### src/rtl/adder_result_checker_sat_counter.sv
// rtl/adder_result_checker_sat_counter.sv - clearable up-counter that sticks at all-ones
module sat_counter #(
    parameter int CNT_W = 16
) (
    input  logic             clk,
    input  logic             rst_n,
    input  logic             clr,
    input  logic             inc,
    output logic [CNT_W-1:0] cnt
);

    logic [CNT_W-1:0] cnt_q;
    logic [CNT_W-1:0] cnt_d;

    always_comb begin
        cnt_d = cnt_q;
        if (clr) begin
            cnt_d = '0;
        end else if (inc && (cnt_q != {CNT_W{1'b1}})) begin
            cnt_d = cnt_q + 1'b1;
        end
    end

    always_ff @(posedge clk or negedge rst_n) begin
        if (!rst_n) begin
            cnt_q <= '0;
        end else begin
            cnt_q <= cnt_d;
        end
    end

    assign cnt = cnt_q;

endmodule

### config.mk
export PLATFORM = sky130hd
export DESIGN_NAME = sat_counter
export DESIGN_NICKNAME = d
export VERILOG_FILES = /design/src/rtl/adder_result_checker_sat_counter.sv
export SDC_FILE = /design/constraint.sdc
export NUM_CORES = 1
export LEC_CHECK = 0
export CAP_MARGIN = 20
export CORE_MARGIN = 2
export CORE_UTILIZATION = 50
export CTS_CLUSTER_SIZE = 14
export DETAILED_ROUTE_END_ITERATION = 10
export PLACE_DENSITY = 0.79
export SKIP_CTS_REPAIR_TIMING = 1
export SLEW_MARGIN = 20
export SYNTH_ARGS = -nofsm -noshare
export SYNTH_HDL_FRONTEND = slang
export SYNTH_SLANG_ARGS = --single-unit
### constraint.sdc
create_clock -name clk -period 2.85 [get_ports clk]
set_input_delay 0.57 -clock clk [delete_from_list [all_inputs] [get_ports clk]]
set_output_delay 0.57 -clock clk [all_outputs]
set_load 0.03 [all_outputs]
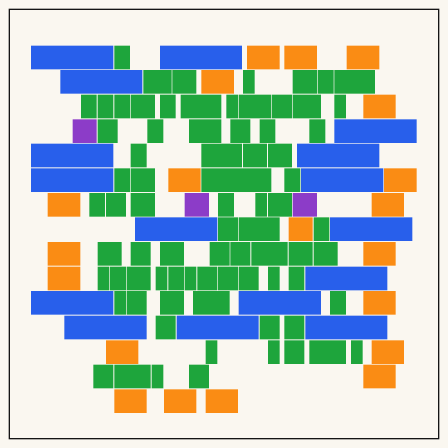
*Placement by cell class, run 1*
Orange shows remaining buffers and delay cells, cells 20, share of their area 17%. Purple shows clock drivers, cells 3, share of their area 2.0%. Green shows combinational and other logic, cells 77, share of their area 45%. Blue shows sequential cells, cells 16, share of their area 35%.

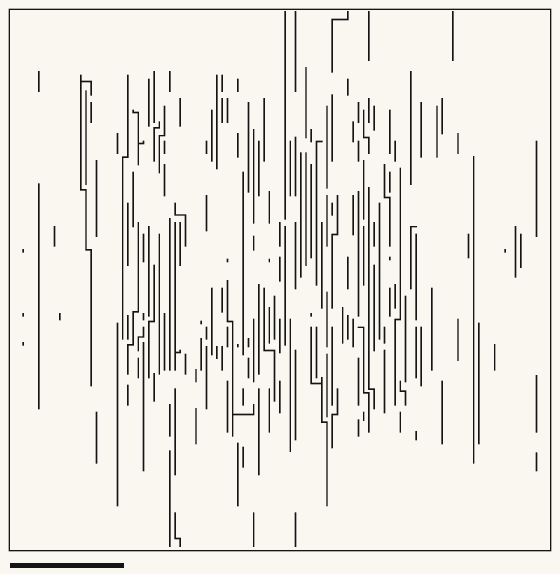
*M2 wires, run 1*
Bar = 10 um.
107 nets have wire on it. The wires run mostly vertical. The layer holds 47% of the routed length.
met2 usage: 32.97%
Total Wirelength: 2097 um

==> flow_metrics.env, run 1 <==
# source this file to load flow results
export IMPL_outcome="completed"
export IMPL_core_area_um2=1745
export IMPL_yosysTopAreaCellShare_pct=42.50
export IMPL_setup_viol=0
export IMPL_power_leader="sequential cells"
export IMPL_power_leakage_uw=0.0004569
export IMPL_drc_errors=0
export IMPL_crit_path_end_kind="output port"
export IMPL_largest_register_ffs=16
export IMPL_placed_area_um2=1145
export IMPL_async_flop_share_pct=100.0
export IMPL_comb_power_uw=31.9
export IMPL_clkTransAtPathRegs_ps=80
export IMPL_start_kind="flip-flop"
export IMPL_place_ws_ps=516.8
export IMPL_ir_worst_vdd_uv=280.2
export IMPL_synth_chip_area_um2=942.2
export IMPL_fin_crit_ps=2059
export IMPL_antenna_found_initial=0
export IMPL_top_cells_by_count="dfrtp_1 (16), a21oi_1 (11), o31ai_1 (7)"
export IMPL_yosys_cells=98
export IMPL_seq_power_share_pct=61.3
export IMPL_cts_tree="yes"
export IMPL_hold_path_end="cnt[10]$_DFFE_PN0P_"
export IMPL_routabilityCongestion=0.7753
export IMPL_path_cells="clkdlybuf4s50_1"
export IMPL_p_int_uw=288.6
export IMPL_clock_power_uw=114
export IMPL_fp_nets=103
export IMPL_reg2reg_setup_slack_ps=890
export IMPL_fin_worst_skew_ps=2.146
export IMPL_first_pass_iters=4
export IMPL_use_met1_pct=29.01
export IMPL_syn_inst=98
export IMPL_relSlewSlack_pct=50.52
export IMPL_largest_area_cell="dfrtp_1"
export IMPL_r2r_start="cnt[0]$_DFFE_PN0P_"
export IMPL_crit_end="cnt[7]"
export IMPL_top_layer="met4"
export IMPL_wl_per_cell_um=14.87
export IMPL_cpPeakStageDelay_ps=720
export IMPL_fillers=143
export IMPL_yosysWarnings=0
export IMPL_power_density_nw_per_um2=323.9
export IMPL_switching_share_pct=23.67
export IMPL_ys_seq_elements=16
export IMPL_crit_arrival_ps=1490
export IMPL_worst_path_stages=1
export IMPL_route_met2_wl_um=988
export IMPL_p_comb_share_pct=8.4
export IMPL_rsz0062_at_grt="no"
export IMPL_rows=15
export IMPL_syn_mean_instance_area_um2=9.614
export IMPL_worstPathRequired_ps=2280
export IMPL_ys_types=28
export IMPL_clk_insertion_delay_late_ps=280
export IMPL_area_delta_synth_final_pct=23.90
export IMPL_seq_power_uw=232
export IMPL_h_tree_depth=1
export IMPL_grt_max_degree=23
export IMPL_drt_initial_drc_count=25
export IMPL_post_drt_via_cell_ratio=6.220
export IMPL_setup_ws_ps=791.3
export IMPL_vias=877
export IMPL_ys_seq_share_pct=42.50
export IMPL_slew_viol_final=0
export IMPL_clkPwrFrac_pct=30.2
export IMPL_dp_hpwl_um=1487
export IMPL_power_uw=378.1
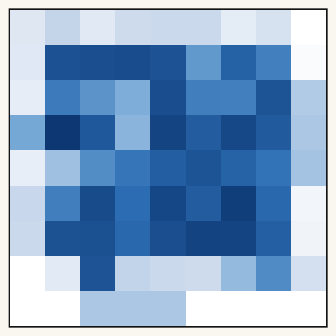
*Cell density map, run 1*
The die is cut into 9 by 9 equal tiles; white is low, dark blue is high, 0 to 100% covered.
The fullest tile reaches 97%. 9.9% of the tiles are nearly empty. The mean over all tiles is 51%. The densest ninth of the die: centre. 37% of the tiles are over 75% full.

==> run 1: worst reg2reg max path, cell delays in order, from the launching register on <==
cell	delay [ps]
dfrtp_1	440
ha_1	270
nand4_2	120
nor4_4	80
buf_4	190
or4_2	610
a21oi_1	170
==> run 1: cell families after synthesis <==
kind of cell	Yosys count	share of synthesized area, %
and+or+nand+nor	45	31.21
AOI/OAI and AO/OA	24	16.20
adders and majority gates	1	1.328
DFF	16	42.50
muxes	4	4.781
buffers and inverters	8	3.983
==> run 1: final cells by class <==
cell class,instances,area [um^2],area share [%]
tap,25,31.28,2.680
multi-input combinational,74,504.2,43.19
timing repair buffer,20,197.7,16.93
sequential,16,400.4,34.30
clock buffer,3,22.52,1.929
inverter,3,11.26,0.9646
### Placed standard cells, run 1

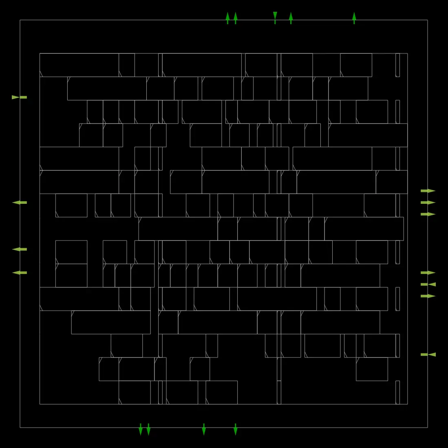

==> inputs of run 2 (changes only) <==
- CORE_UTILIZATION: 50 -> 44
- PLACE_DENSITY: 0.79 -> 0.73
- clock period: 2.85 -> 1.8 ns (I/O delays scaled with it)
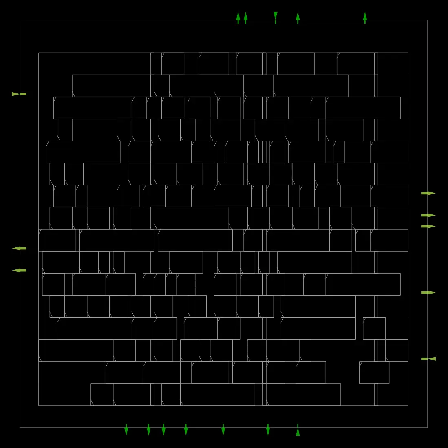
*Placed standard cells, run 2*
Fill cells: 140
flop share of the area: 28.12%
registers: 16
Core ar.: 1982 um^2

==> flow_metrics.env, run 2 <==
# source this file to load flow results
export IMPL_ios=20
export IMPL_regArea_um2=402.9
export IMPL_post_drt_via_cell_ratio=5.712
export IMPL_wl_per_cell_um=15.05
export IMPL_tns_ps=-48.15
export IMPL_seq_power_uw=366
export IMPL_clk_insertion_delay_late_ps=290
export IMPL_worst_path_stages=7
export IMPL_cpPeakStageDelay_ps=480
export IMPL_io_buffers=19
export IMPL_tightest_slew_ps=463.3
export IMPL_cts_max_path_buffers=2
export IMPL_ys_seq_share_pct=42.50
export IMPL_area_delta_synth_final_pct=52.06
export IMPL_clkTransAtPathRegs_ps=100
export IMPL_cts_sinks=16
export IMPL_rr_worst_depth=7
export IMPL_clock_power_uw=248
export IMPL_power_leader="sequential cells"
export IMPL_m1WireLength_um=1105
export IMPL_final_nets=149
export IMPL_routabilityCongestion=0.8220
export IMPL_async_flop_share_pct=100.0
export IMPL_drive_above_1_share_pct=33.57
export IMPL_finalNonFillerCells=170
export IMPL_antenna_found_initial=0
export IMPL_power_uw=687.2
export IMPL_ys_types=28
export IMPL_syn_inst=98
export IMPL_synth_chip_area_um2=942.2
export IMPL_grt_pass1_vias=928
export IMPL_holdCritPathClass="in -> async"
export IMPL_drt_initial_drc_count=13
export IMPL_power_density_nw_per_um2=479.7
export IMPL_numCtsBuffers=3
export IMPL_cp_max_fo=11
export IMPL_edf_count=0
export IMPL_crit_arrival_ps=2050
export IMPL_grt_pass1_wl_um=4250
export IMPL_top_layer="met4"
export IMPL_setup_viol=3
export IMPL_seq_power_share_pct=53.3
export IMPL_track_usage_pct=22.35
export IMPL_final_common_cell="buf_4"
export IMPL_cap_violations=0
export IMPL_hold_viol_final=0
export IMPL_crit_path_end_kind="flip-flop"
export IMPL_regToRegEndpoint="cnt[6]$_DFFE_PN0P_"
export IMPL_reg2reg_setup_slack_ps=-20
export IMPL_use_met1_pct=28.76
export IMPL_place_inst=165
export IMPL_outcome="finished with violations"
export IMPL_switching_share_pct=24.54
export IMPL_cts_tree="yes"
export IMPL_met3_usage_pct=5.357
export IMPL_wl_met3_um=110
export IMPL_first_pass_iters=4
export IMPL_cp_slowest_cell="or4_4"
export IMPL_fin_crit_ps=1822
export IMPL_fp_dieH_um=50.28
export IMPL_power_leakage_uw=0.0008194
export IMPL_worstPathRequired_ps=2030
export IMPL_violations="negative setup slack"
export IMPL_fp_nets=103
export IMPL_netlist_area_um2=942.2
export IMPL_largest_register_ffs=16
export IMPL_layout_top_cells="buf_4 (27), dfrtp_1 (14), dlymetal6s2s_1 (12)"
export IMPL_placed_area_um2=1338
export IMPL_rsz0062_at_grt="yes"
export IMPL_cp_startpoint="cnt[0]$_DFFE_PN0P_"
export IMPL_overflow=0
export IMPL_diodes=0
export IMPL_p_switching_uw=168.6
export IMPL_drc_errors=0
export IMPL_busiest_layer="met2"
export IMPL_yosysTopAreaCellShare_pct=42.50
export IMPL_ant_nets=0
export IMPL_route_met2_wl_um=1288
export IMPL_fin_worst_skew_ps=2.375
export IMPL_largest_area_cell="dfrtp_1"
export IMPL_crit_end="cnt[6]$_DFFE_PN0P_"
export IMPL_p_comb_share_pct=10.6
export IMPL_yosys_cells=98
export IMPL_start_kind="flip-flop"
export IMPL_holdWs_ps=370.4
export IMPL_crit_top_cell="buf_4"
export IMPL_clkPwrFrac_pct=36.1
export IMPL_dp_hpwl_um=1811
export IMPL_h_tree_depth=1
export IMPL_warnings=28
export IMPL_grt_max_degree=17
export IMPL_synth_most_common_cell="dfrtp_1"
export IMPL_design_area_um2=1433
export IMPL_slew_viol_final=0
export IMPL_yosysWarnings=0
export IMPL_logic_area_um2=525.5
export IMPL_ir_worst_vdd_uv=449.8
export IMPL_dieArea_um2=2528
export IMPL_rows=16
export IMPL_area_leaders="dfrtp_1 (42%), a21oi_1 (5.8%), o31ai_1 (5.6%), mux2_1 (4.8%), nand4_1 (4.0%)"
export IMPL_relSlewSlack_pct=69.02
export IMPL_path_delay_family="simple AND/OR/NAND/NOR gates"
export IMPL_top_cells_by_count="dfrtp_1 (16), a21oi_1 (11), o31ai_1 (7)"
export IMPL_r2r_start="cnt[0]$_DFFE_PN0P_"
export IMPL_ys_seq_elements=16
export IMPL_fp_utilization_pct=47.54
export IMPL_comb_power_uw=72.8
export IMPL_cts_root_buf="clkbuf_4"
export IMPL_setup_ws_ps=-22.40
export IMPL_path_cells="ha_2 -> nand4_2 -> nor4_4 -> buf_4 -> buf_4 -> or4_4 -> a21oi_2"
export IMPL_critPathKind="reg -> reg"
export IMPL_vias=971
export IMPL_final_util_pct=72.29
export IMPL_dieWidth_um=50.28
export IMPL_p_int_uw=518.6
export IMPL_place_ws_ps=-131.7
export IMPL_fmax_mhz=548.7
export IMPL_worst_path_buf_inv=2
export IMPL_syn_mean_instance_area_um2=9.614
export IMPL_ff_type="dfrtp_1"
export IMPL_period_used_pct=101.2
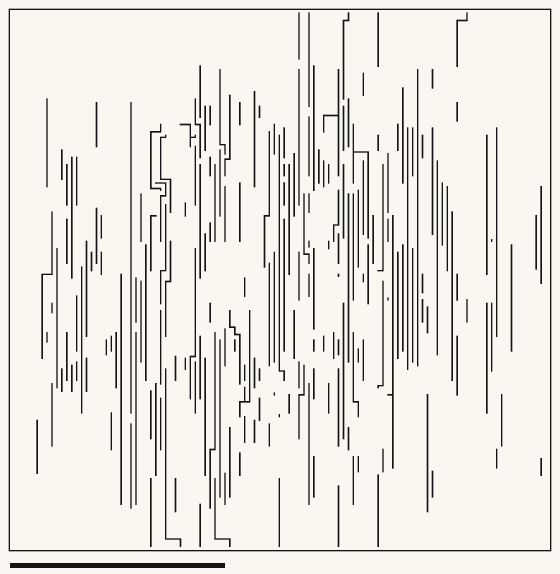
*M2 wires, run 2*
Bar = 20 um.
131 nets have wire on it. The layer carries 1290 um of wire.
met2 usage: 34.21%
Total Wirelength: 2559 um

-- run 2: cell types whose count changed in the layout (fill, tap and decap cells not counted), moves of 2 or more --
cell             before  now
a21oi_1              11    7
a21oi_2               0    4
buf_4                 1   27
clkdlybuf4s50_1      19    7
dfrtp_1              16   14
dfrtp_2               0    2
dlymetal6s2s_1        0   12
-- run 2: cell families after synthesis --
group / Yosys count / synth area share (%)
mux: 4 / 4.781
simple gates: 45 / 31.21
compound gates: 24 / 16.20
buf+inv: 8 / 3.983
flops: 16 / 42.50
fa+ha+maj: 1 / 1.328
-- run 2: final cells by class --
class / instances / share of cell area (%)
inverter: 3 / 0.7860
timing repair buffer: 46 / 29.52
multi-input combinational: 74 / 36.68
sequential: 16 / 28.12
clock buffer: 4 / 2.533
tap: 27 / 2.358
### Placement by cell class, run 2

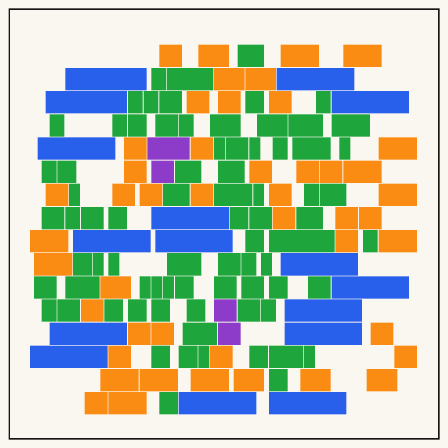

==> inputs of run 3 (changes only) <==
- CAP_MARGIN: 20 -> 10
- RECOVER_POWER: unset -> 100
- SLEW_MARGIN: 20 -> unset
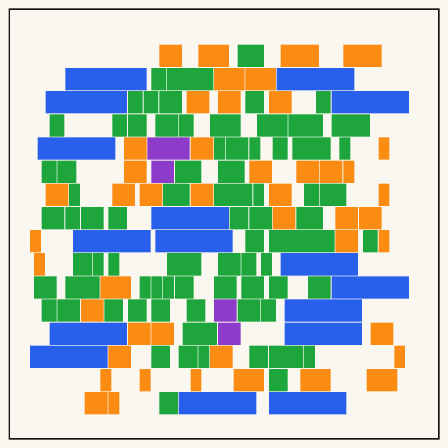
*Placement by cell class, run 3*
Purple shows clock drivers and dummy loads, cells 4, share of their area 2.8%. Orange shows remaining buffers and delay cells, cells 46, share of their area 25%. Blue shows sequential cells, cells 16, share of their area 31%. Green shows combinational and other logic, cells 77, share of their area 41%.
final core utilization: 67.68%
flop share of the area: 30.04%
# rows: 16

==> flow_metrics.env, run 3 <==
# source this file to load flow results
export IMPL_outcome="finished with violations"
export IMPL_violations="negative setup slack"
export IMPL_synthTopLogicFamily="simple AND/OR/NAND/NOR gates"
export IMPL_track_usage_pct=22.35
export IMPL_cts_tree="yes"
export IMPL_cpPeakStageDelay_ps=480
export IMPL_m1WireLength_um=1104
export IMPL_period_used_pct=101.2
export IMPL_r2r_start="cnt[0]$_DFFE_PN0P_"
export IMPL_start_kind="flip-flop"
export IMPL_ir_worst_vdd_uv=449.8
export IMPL_tightest_slew_ps=865.1
export IMPL_worst_path_buf_inv=2
export IMPL_io_buffers=19
export IMPL_fp_utilization_pct=47.54
export IMPL_ios=20
export IMPL_yosys_cells=98
export IMPL_cap_violations=0
export IMPL_fmax_mhz=548.9
export IMPL_largest_register_ffs=16
export IMPL_syn_inst=98
export IMPL_routabilityCongestion=0.8220
export IMPL_layout_top_cells="buf_4 (26), dfrtp_1 (14), clkbuf_1 (11), o31ai_1 (7), a21oi_1 (7)"
export IMPL_fp_nets=103
export IMPL_ant_nets=0
export IMPL_vias=971
export IMPL_netlist_area_um2=942.2
export IMPL_power_uw=684.7
export IMPL_path_delay_family="simple AND/OR/NAND/NOR gates"
export IMPL_final_common_cell="buf_4"
export IMPL_ys_seq_elements=16
export IMPL_setup_viol=3
export IMPL_hold_path_end="cnt[6]$_DFFE_PN0P_"
export IMPL_met3_usage_pct=5.357
export IMPL_antenna_found_initial=0
export IMPL_busiest_layer="met2"
export IMPL_drc_errors=0
export IMPL_syn_mean_instance_area_um2=9.614
export IMPL_grt_max_degree=17
export IMPL_place_ws_ps=-131.7
export IMPL_crit_top_cell="buf_4"
export IMPL_use_met1_pct=28.76
export IMPL_crit_end="cnt[6]$_DFFE_PN0P_"
export IMPL_wl_met3_um=116
export IMPL_hold_viol_final=0
export IMPL_edf_count=0
export IMPL_ff_type="dfrtp_1"
export IMPL_fin_crit_ps=1822
export IMPL_route_met2_wl_um=1283
export IMPL_worst_path_stages=7
export IMPL_cts_max_path_buffers=2
export IMPL_fin_worst_skew_ps=3.600
export IMPL_grt_use_met2_pct=34.21
export IMPL_cts_root_buf="clkbuf_4"
export IMPL_numCtsBuffers=3
export IMPL_relSlewSlack_pct=42.32
export IMPL_logic_area_um2=525.5
export IMPL_mux_area_share_pct=4.781
export IMPL_yosysWarnings=0
export IMPL_ys_seq_share_pct=42.50
export IMPL_drt_initial_drc_count=14
export IMPL_regToRegEndpoint="cnt[6]$_DFFE_PN0P_"
export IMPL_cp_slowest_cell="or4_4"
export IMPL_holdCritPathClass="reg -> reg"
export IMPL_power_density_nw_per_um2=510.5
export IMPL_synth_chip_area_um2=942.2
export IMPL_setup_ws_ps=-21.89
export IMPL_area_leaders="dfrtp_1 (42%), a21oi_1 (5.8%), o31ai_1 (5.6%), mux2_1 (4.8%), nand4_1 (4.0%)"
export IMPL_reg2reg_setup_slack_ps=-20
export IMPL_drive_above_1_share_pct=32.87
export IMPL_dieWidth_um=50.28
export IMPL_clk_insertion_delay_late_ps=290
export IMPL_path_cells="ha_2 -> nand4_2 -> nor4_4 -> buf_4 -> buf_4 -> or4_4 -> a21oi_2"
export IMPL_synth_most_common_cell="dfrtp_1"
export IMPL_routed_wl_um=2558
export IMPL_ys_sh_simple_pct=31.21
export IMPL_h_tree_depth=1
export IMPL_cp_max_fo=11
export IMPL_power_leakage_uw=0.0006064
export IMPL_top_layer="met4"
export IMPL_top_cells_by_count="dfrtp_1 (16), a21oi_1 (11), o31ai_1 (7)"
export IMPL_ys_sh_adder_pct=1.328
export IMPL_place_inst=165
export IMPL_slew_viol_final=0
export IMPL_tns_ps=-45.47
export IMPL_synthXorXnorAreaFrac_pct=0
export IMPL_dp_hpwl_um=1811
export IMPL_fp_dieH_um=50.28
export IMPL_holdWs_ps=641.6
export IMPL_crit_path_end_kind="flip-flop"
export IMPL_post_drt_via_cell_ratio=5.712
export IMPL_cts_sinks=16
export IMPL_rr_worst_depth=7
export IMPL_rsz0062_at_grt="yes"
export IMPL_async_flop_share_pct=100.0
export IMPL_wl_per_cell_um=15.05
export IMPL_ys_types=28
export IMPL_overflow=0
export IMPL_grt_pass1_wl_um=4250
export IMPL_core_area_um2=1982
export IMPL_first_pass_iters=4
export IMPL_regArea_um2=402.9
export IMPL_worstPathRequired_ps=2030
export IMPL_aoi_share_pct=16.20
export IMPL_cp_startpoint="cnt[0]$_DFFE_PN0P_"
export IMPL_design_area_um2=1341
export IMPL_largest_area_cell="dfrtp_1"
export IMPL_yosysTopAreaCellShare_pct=42.50
export IMPL_placed_area_um2=1338
export IMPL_area_delta_synth_final_pct=42.36
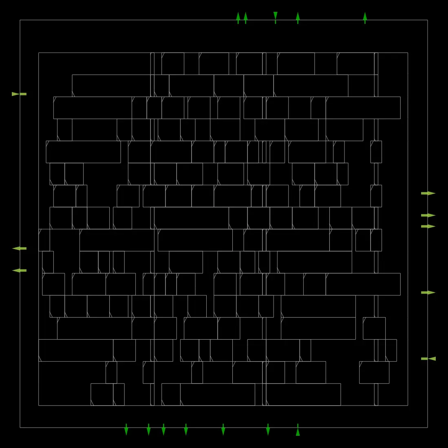
*Placed standard cells, run 3*
Finished Layout Cells: 170
# Taps: 27
Fill cells: 163

-- run 3: cell counts after synthesis --
No cell type changed its count.
-- run 3: worst register-to-register path, delay by kind of cell (launching register included) --
kind	cells	cell delay, ps
adder cells (fa/ha/maj)	1	220
flip-flops	1	430
AND-OR/OR-AND	1	140
AND/OR/NAND/NOR	3	650
buffers and inverters	2	320
-- run 3: layout make-up --
type	count	share of cell area, %
multi-input combinational	74	39.18
sequential	16	30.04
timing repair buffer	46	24.72
clock buffer	4	2.705
tap	27	2.519
inverter	3	0.8395
-- run 3: where the power goes --
group / switching (uW) / total, uW / internal, uW
combinational: 40.5 / 71.3 / 30.8
clock: 124 / 247 / 123
sequential: 3.03 / 366 / 363
total: 168 / 685 / 517
Power and IR drop assume default switching activity.
